--- config.mk ---
export PLATFORM = sky130hd
export DESIGN_NAME = serial_loader
export DESIGN_NICKNAME = d
export VERILOG_FILES = /design/src/rtl/serial_loader_pkg.sv /design/src/rtl/sipo_shift.sv /design/src/rtl/serial_loader.sv
export SDC_FILE = /design/constraint.sdc
export NUM_CORES = 1
export LEC_CHECK = 0
export CAP_MARGIN = 20
export CORE_ASPECT_RATIO = 0.9
export CORE_MARGIN = 10
export CORE_UTILIZATION = 25
export DETAILED_ROUTE_END_ITERATION = 10
export SYNTH_ARGS = -nofsm -noshare
export SYNTH_HDL_FRONTEND = slang
export SYNTH_SLANG_ARGS = --single-unit
--- constraint.sdc ---
create_clock -name clk -period 2.01 [get_ports clk]
set_input_delay 0.402 -clock clk [delete_from_list [all_inputs] [get_ports clk]]
set_output_delay 0.402 -clock clk [all_outputs]
set_load 0.01 [all_outputs]
--- src/rtl/serial_loader_pkg.sv ---
// serial_loader_pkg: shared FSM state enum and default payload width; the PAR state exists only when SERIAL_LOADER_PARITY_EN is defined
package serial_loader_pkg;
  localparam int WIDTH_DEFAULT = 4;
  typedef enum logic [1:0] {
    IDLE,
    DATA,
`ifdef SERIAL_LOADER_PARITY_EN
    PAR,
`endif
    STOP
  } state_t;
endpackage

--- src/rtl/sipo_shift.sv ---
// sipo_shift: LSB-first serial-in shift register; clk/clear(async) in, shift_en/sin in, q word out, count of bits shifted (returns to 0 after the WIDTH-th bit)
module sipo_shift
  import serial_loader_pkg::*;
#(
  parameter int WIDTH = WIDTH_DEFAULT
) (
  input  logic                       clk,
  input  logic                       clear,
  input  logic                       shift_en,
  input  logic                       sin,
  output logic [WIDTH-1:0]           q,
  output logic [$clog2(WIDTH+1)-1:0] count
);
  localparam int CW = $clog2(WIDTH+1);
  always_ff @(posedge clk or posedge clear) begin
    if (clear) begin
      q     <= '0;
      count <= '0;
    end else if (shift_en) begin
      q     <= (q >> 1) | (WIDTH'(sin) << (WIDTH - 1));
      count <= (count == CW'(WIDTH - 1)) ? '0 : count + 1'b1;
    end
  end
endmodule

--- src/rtl/serial_loader.sv ---
// serial_loader: framed serial receiver (start 0, WIDTH bits LSB first, optional even parity with SERIAL_LOADER_PARITY_EN, stop 1); clk/clear(async)/sin/sin_valid in, data/load/busy/err registered out
module serial_loader
  import serial_loader_pkg::*;
#(
  parameter int WIDTH = WIDTH_DEFAULT
) (
  input  logic             clk,
  input  logic             clear,
  input  logic             sin,
  input  logic             sin_valid,
  output logic [WIDTH-1:0] data,
  output logic             load,
  output logic             busy,
  output logic             err
);
  localparam int CW = $clog2(WIDTH+1);
  state_t           state;
  logic [WIDTH-1:0] q;
  logic [CW-1:0]    count;
  logic             shift_en;
  logic             last;
  logic             ok;
  assign shift_en = sin_valid && state == DATA;
  assign last     = count == CW'(WIDTH - 1);
`ifdef SERIAL_LOADER_PARITY_EN
  logic perr;
  assign ok = sin && !perr;
`else
  assign ok = sin;
`endif
  sipo_shift #(.WIDTH(WIDTH)) u_sipo (
    .clk      (clk),
    .clear    (clear),
    .shift_en (shift_en),
    .sin      (sin),
    .q        (q),
    .count    (count)
  );
  always_ff @(posedge clk or posedge clear) begin
    if (clear) begin
      state <= IDLE;
      data  <= '0;
      load  <= 1'b0;
      err   <= 1'b0;
      busy  <= 1'b0;
`ifdef SERIAL_LOADER_PARITY_EN
      perr  <= 1'b0;
`endif
    end else begin
      load <= 1'b0;
      err  <= 1'b0;
      if (sin_valid) begin
        case (state)
          IDLE: if (!sin) begin
            state <= DATA;
            busy  <= 1'b1;
          end
`ifdef SERIAL_LOADER_PARITY_EN
          DATA: if (last) state <= PAR;
          PAR: begin
            perr  <= ^q ^ sin;
            state <= STOP;
          end
`else
          DATA: if (last) state <= STOP;
`endif
          STOP: begin
            if (ok) begin
              data <= q;
              load <= 1'b1;
            end else begin
              err <= 1'b1;
            end
            state <= IDLE;
            busy  <= 1'b0;
`ifdef SERIAL_LOADER_PARITY_EN
            perr  <= 1'b0;
`endif
          end
          default: state <= IDLE;
        endcase
      end
    end
  end
endmodule

**Run 1: power grid**

Bar = 20 um. Pins as bars on the die edge.
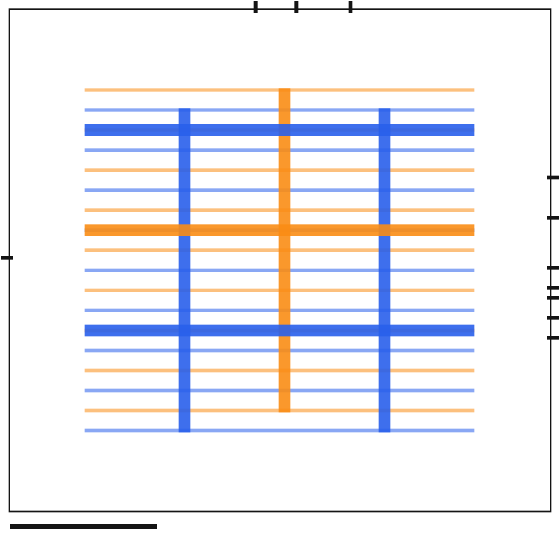
| net | colour |
|---|---|
| VDD | orange |
| VSS | blue |
met4 straps: 3
met1 rails: 18
met5 straps: 3
rows: 17
CORE AREA: 0.00245 mm2
Die X-Extent: 73.3 um
VDD IR-drop max: 549 uV

**Run 1: placed cells, one colour a class**

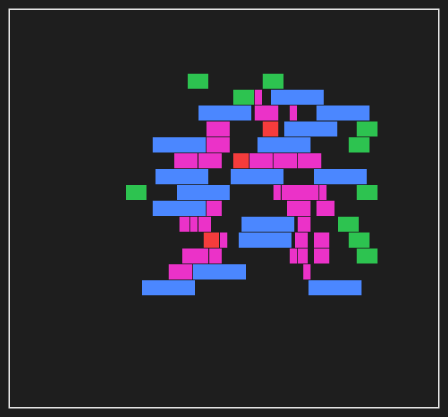
| class | colour | cells |
|---|---|---|
| remaining buffers and delay cells | green | 10 |
| remaining logic cells | magenta | 30 |
| sequential cells | blue | 16 |
| clock-net drivers | red | 3 |
row cnt: 17
Core Util, Final: 32.6%
flop share of the area: 50.2%

==> results.py, run 1 <==
# Auto-generated metrics
metrics = {
    "outcome": {
        "status": "complete, no violations",
    },
    "pwr": {
        "power_frac_seq_pct": 50.4,
        "power_leakage_uw": 0.000363,
        "power.density_mw_per_mm2": 1310,
        "power.internal_uw": 729,
    },
    "setup_path": {
        "crit_buf_inv": 1,
        "worst_ep_arrival_time_ps": 1190,
        "worstSetupEndpointType": "output port",
        "path_delay_family": "buffers and inverters",
        "crit_type": "flop to output port",
        "critical_path.max_fanout": 2,
        "critPathMaxStageDelay_ps": 550,
        "startpoint_type": "flop",
        "reg2reg_to": "data[0]",
        "reg2reg_depth": 3,
    },
    "logic_synthesis": {
        "floorplan.nets": 51,
        "common_cells": "16 x dfrtp_1, 9 x mux2_2, 5 x inv_1",
        "avgSynthCellArea_um2": 13.9,
        "ys_sh_adder_pct": 1.96,
        "ys_chip_area_um2": 639,
        "mux_share_pct": 15.9,
        "synth_area_um2": 639,
        "yosysMostFrequentCell": "dfrtp_1",
        "ys_types": 15,
        "ys_sh_xor_pct": 0,
        "yosysSeqAreaShare_pct": 62.6,
        "yosysTopAreaCell": "dfrtp_1",
        "top_area_share_pct": 62.6,
        "ys_cells": 46,
        "ys_sh_simple_pct": 10.8,
    },
    "clock_network": {
        "ctsResizeCount": 0,
        "cts_made_buffers": 3,
        "clock_path_buffers": 2,
        "hold_buffers": 0,
        "htreeDepth": 1,
        "cts_tree": "built",
        "clkSinkCount": 16,
        "cts_setup_buffers": 0,
        "clk_pin_slew_ps": 90,
        "clk_latency_ps": 280,
        "cts_root_buffer": "clkbuf_4",
    },
    "final_layout": {
        "seq_area_um2": 400,
        "syn_to_final_growth_pct": 24.7,
        "n_antenna_cell": 0,
        "logic_area_um2": 220,
        "finalNonFillerCells": 87,
    },
    "final_timing": {
        "max_clock_freq_mhz": 628,
        "rsz0062_at_grt": "no",
        "maxSlewViolCount": 0,
        "max_slew_margin_pct": 60.6,
        "hold_ws_ps": 477,
        "finalCriticalPeriod_ps": 1590,
        "worst_pin_slew_ps": 590,
        "finalSetupViolations": 0,
        "finalSetupTns_ps": 0,
    },
    "placement": {
        "place_inst": 84,
        "numPortBuffers": 10,
    },
    "route": {
        "vias": 378,
        "drc": 0,
        "wire_per_inst_um": 12.4,
        "drtPass1Iterations": 2,
        "detail-route-antenna-nets": 0,
    },
    "worst_hold_path": {
        "min_path_type": "input pin to async pin",
    },
    "grt": {
        "grtUsageMet2_pct": 6.76,
        "use_met1_pct": 5.32,
        "grt_pass1_vias": 392,
        "grt_pass1_wl_um": 1820,
        "grt_use_total_pct": 4.91,
        "use_met3_pct": 3.32,
    },
    "run": {
        "drv_cap": 0,
        "warning_count": 26,
    },
    "floorplanning": {
        "io_pins": 11,
    },
}
**Run 1: clock distribution**

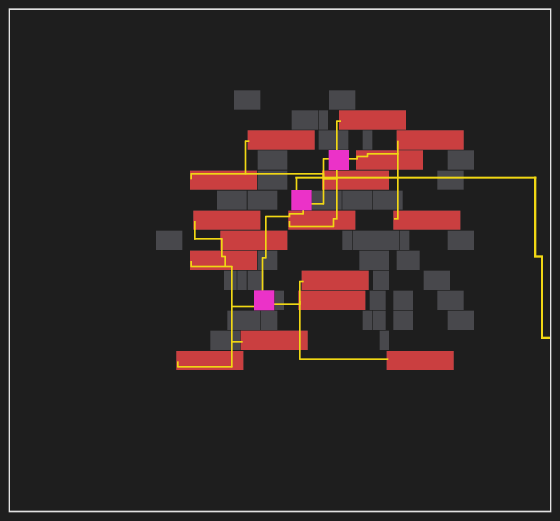
[clock-net drivers] magenta | count: 3
[flip-flops] red | count: 16
[clock wires] yellow | length: 226 um
routed clock nets: 4

**Run 1: metal layers overlaid**

Bar = 20 um.
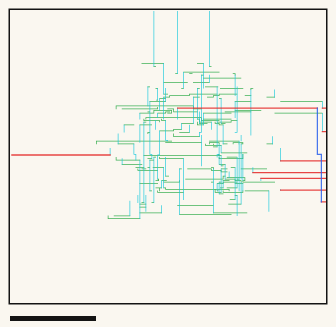
| layer | colour | wire length |
|---|---|---|
| M3 | red | 110 um |
| M4 | blue | 22.7 um |
| M1 | green | 520 um |
| M2 | cyan | 429 um |

==> run 1: stage by stage <==
step	cell area, um2	utilization (%)	setup slack, ps
after floorplan	639	-	835
after global placement	774	31.7	306
after detailed placement	774	31.7	284
after CTS	797	32.6	388
after global routing	797	32.6	329
final	797	32.6	417
==> run 1: state kept, by name, indices dropped and copies added, names as in the netlist <==
| register | flops |
|---|---|
| err | 1 |
| u_sipo.q | 4 |
| state | 2 |
| u_sipo.count | 3 |
| data | 4 |
| busy | 1 |
| load | 1 |
==> run 1: cell type report <==
| type | instances | area share [%] |
|---|---|---|
| repair buffers | 10 | 12.6 |
| clock buffers | 3 | 2.83 |
| multi-input cells | 25 | 27.6 |
| flip-flops and latches | 16 | 50.2 |
| inverters | 5 | 2.35 |
| well taps | 28 | 4.40 |
==> run 1: cells in the final DEF, fill, tap and decap left out <==
| master | n |
|---|---|
| nand2_1 | 2 |
| o21ai_0 | 1 |
| clkbuf_4 | 3 |
| nand2b_1 | 2 |
| o21a_1 | 2 |
| nor2_1 | 1 |
| mux2_2 | 9 |
| a21oi_1 | 1 |
| clkdlybuf4s50_1 | 10 |
| and2b_2 | 1 |
| nand3b_2 | 1 |
| nor3b_1 | 1 |
| ha_1 | 1 |
| nand3_4 | 1 |
| o22ai_1 | 2 |
| inv_1 | 5 |
| dfrtp_1 | 16 |
==> run 1: worst max path at each step <==
| stage | slack [ps] | end | depth (start not counted) |
|---|---|---|---|
| floorplan | 830 | data[0] | 3 |
| global placement | 310 | data[3] | 4 |
| detailed placement | 280 | data[2] | 4 |
| CTS | 390 | data[0] | 1 |
| global route | 330 | data[0] | 1 |
| finish | 420 | data[0] | 1 |
==> run 1: worst reg2reg max path, stage by stage (launching register included) <==
cell,delay (ps)
dfrtp_1,420
and2b_2,270
nand3_4,110
mux2_2,340
==> run 1: power by group through the flow <==
stage | Sequential, uW | Clock, uW | Combinational (uW)
after global placement | 532 | 0 | 356
final | 525 | 163 | 354
after global routing | 544 | 187 | 399
after CTS | 525 | 173 | 363
after floorplan | 536 | 0 | 210
after detailed placement | 530 | 0 | 362
==> run 1: kinds of logic (layout without fill, tap and decap cells) <==
family / count (synthesis) / after routing
flip-flops: 16 / 16
multiplexers: 9 / 9
AND/OR/NAND/NOR: 9 / 9
AND-OR/OR-AND: 6 / 6
buffers and inverters: 5 / 18
adder cells (fa/ha/maj): 1 / 1
==> run 1: layer usage <==
metal / wire [um] / vias to the layer above / share of wire (%)
met4: 22 / 0 / 2.0
li1: - / 184 / -
met2: 428 / 8 / 40
met3: 109 / 2 / 10
met1: 519 / 184 / 48
met5: 0 / - / 0
## Run 2: what changed since run 1
Clock period 2.01 ns to 1.4 ns, I/O delays scaled along.
**Run 2: placed cells, one colour a class**

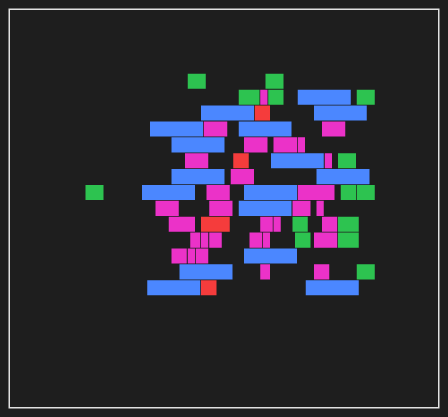
fin area: 832 um2
flop share of the area: 48.1%
Core Util, Final: 34.0%

==> run 2 against run 1 <==
Compared with the run above:
- wire length up 5.7%
- largest cell class unchanged
- cell count up 5.7%
- critical path type unchanged
- first-iteration DRC count down 42%
- clock skew about the same
- worst hold slack worse by 190 ps
- sequential share of layout area down 2.1 points
- synthesized cell count unchanged
- count of clock-buffer cells in the layout up 1
==> results.py, run 2 <==
# Auto-generated metrics
metrics = {
    "setup_path": {
        "worstSetupEndpointType": "output port",
        "cp_data_required_time_ps": 1120,
        "path_delay_family": "flip-flops",
        "startpoint_type": "flop",
        "crit_start": "data[0]",
        "crit_buf_inv": 1,
        "r2r-start": "state[0]",
        "worst_ep_arrival_time_ps": 990,
        "crit_path_top_delay_cell": "dfrtp_1",
        "critPathMaxStageDelay_ps": 410,
        "path_cells": "dlygate4sd2_1",
        "crit_type": "flop to output port",
        "critical_path.max_fanout": 2,
    },
    "clock_network": {
        "clkSinkCount": 16,
        "htreeDepth": 1,
        "cts_root_buffer": "clkbuf_4",
        "clk_latency_ps": 280,
        "cts_made_buffers": 3,
        "cts_setup_buffers": 0,
        "clock_path_buffers": 2,
        "clk_pin_slew_ps": 90,
        "hold_buffers": 0,
        "cts_tree": "built",
    },
    "logic_synthesis": {
        "floorplan.nets": 51,
        "flop_cell": "dfrtp_1",
        "yosysWarnings": 0,
        "ys_chip_area_um2": 639,
        "yosysTopAreaCell": "dfrtp_1",
        "common_cells": "16 x dfrtp_1, 9 x mux2_2, 5 x inv_1",
        "yosysSeqAreaShare_pct": 62.6,
        "ys_types": 15,
        "ys.flops": 16,
        "edf_count": 0,
        "yosysMostFrequentCell": "dfrtp_1",
        "ys_cells": 46,
        "top_area_share_pct": 62.6,
        "syn-instance-count": 46,
        "synth_area_um2": 639,
        "avgSynthCellArea_um2": 13.9,
        "topCellsByArea": "dfrtp_1 63%, mux2_2 16%, inv_1 2.9%",
        "async_flop_share_pct": 100,
    },
    "pwr": {
        "power_leakage_uw": 0.000414,
        "ir_drop_uv": 748,
        "power.density_mw_per_mm2": 1860,
    },
    "final_layout": {
        "lay_top_cells": "16 x dfrtp_1, 9 x mux2_2, 7 x dlygate4sd2_1",
        "seq_area_um2": 400,
        "largestRegisters": "data: 4 flops, u_sipo.q: 4 flops, u_sipo.count: 3 flops",
        "layout.nets": 70,
        "syn_to_final_growth_pct": 30.1,
        "logic_area_um2": 220,
        "n_antenna_cell": 0,
        "finalNonFillerCells": 92,
        "fill_cells": 246,
        "drive_above_1_share_pct": 31.3,
        "lay_top_count": "dfrtp_1",
    },
    "route": {
        "vias": 397,
        "wl_met3_um": 136,
        "drt_iter0_markers": 15,
        "wl_met2_um": 490,
        "vias_per_cell": 4.32,
        "wire_per_inst_um": 12.4,
        "highest_layer": "met4",
        "drc": 0,
        "detail-route-antenna-nets": 0,
        "drt_wl_total_um": 1140,
        "wl_met1_um": 494,
        "drtPass1Iterations": 2,
    },
    "final_timing": {
        "rsz0062_at_grt": "no",
        "max_slew_margin_pct": 80.7,
        "finalSetupTns_ps": 0,
        "maxSlewViolCount": 0,
        "setup_ws_ps": 133,
        "skew_ps": 1.26,
        "finalSetupViolations": 0,
        "fin_crit_sh_pct": 90.5,
        "hold_viol_final": 0,
        "max_clock_freq_mhz": 789,
        "finalCriticalPeriod_ps": 1270,
        "hold_ws_ps": 284,
        "worst_pin_slew_ps": 289,
    },
    "grt": {
        "antenna_found_initial": 0,
        "grt_pass1_wl_um": 1860,
        "overflow": 0,
        "grt_start_max_net_pins": 17,
        "grt_use_total_pct": 5.28,
        "grt_pass1_vias": 392,
    },
    "floorplanning": {
        "fp.dieH_um": 68.0,
        "die_w_um": 73.3,
        "row_count": 17,
        "io_pins": 11,
        "fp-utilization_pct": 26.1,
        "core_area_mm2": 0.00245,
        "die-area_mm2": 0.00498,
    },
    "placement": {
        "gp_congestion": 0.739,
        "dp_slack_ps": -172,
        "hpwlAfterDp_um": 842,
        "numPortBuffers": 10,
        "place_inst": 88,
    },
    "outcome": {
        "status": "complete, no violations",
    },
    "worst_hold_path": {
        "min_path_type": "input pin to async pin",
    },
    "run": {
        "drv_cap": 0,
        "warning_count": 26,
    },
}
run 2: cell counts after synthesis:
Identical to the previous run, type by type.
run 2: cell families (layout without fill, tap and decap cells):
kind of cell	after synthesis	after routing	share of synthesized area (%)
adder cells (fa/ha/maj)	1	1	1.96
buffers and inverters	5	23	2.94
flip-flops	16	16	62.6
multiplexers	9	9	15.9
AND/OR/NAND/NOR	9	9	10.8
AND-OR/OR-AND	6	6	5.87
run 2: final timing paths:
check,slack [ps],end,depth (start not counted)
worst max register to register,140,data[1],3
worst max-delay path,130,data[0],1
min in group clk,490,busy,1
max in group asynchronous,930,busy,3
worst min-delay path,280,load,3
worst min register to register,490,busy,1
run 2: layout make-up:
| type | count | area share, % |
|---|---|---|
| Sequential cell | 16 | 48.1 |
| Tap cell | 28 | 4.21 |
| Inverter | 5 | 2.26 |
| Clock buffer | 4 | 4.36 |
| Multi-Input combinational cell | 25 | 26.5 |
| Timing Repair Buffer | 14 | 14.6 |
run 2: report_power, final:
| group | switching [uW] | total (uW) | internal (uW) |
|---|---|---|---|
| clock network | 145 | 303 | 158 |
| registers | 110 | 747 | 637 |
| logic | 212 | 496 | 284 |
| total | 466 | 1550 | 1080 |
run 2: metrics by stage:
stage | area [um2] | power [uW]
6_report | 832 | 1550
3_5_place_dp | 805 | 1320
2_1_floorplan | 639 | 1070
4_1_cts | 832 | 1580
5_1_grt | 832 | 1680
3_3_place_gp | 805 | 1300
run 2: per-layer routing:
layer  vias to the layer above  global-route usage (%)
met2                        10                    6.87
met5                         -                       0
met4                         0                    5.58
met1                       188                    5.49
li1                        195                       -
met3                         4                    3.32
run 2: timing repair:
item,4_1_cts,5_1_grt
gates resized,7,0
endpoints found under the setup margin,7,0
hold endpoints to repair,0,0
Power is estimated from default activity; no workload was simulated.
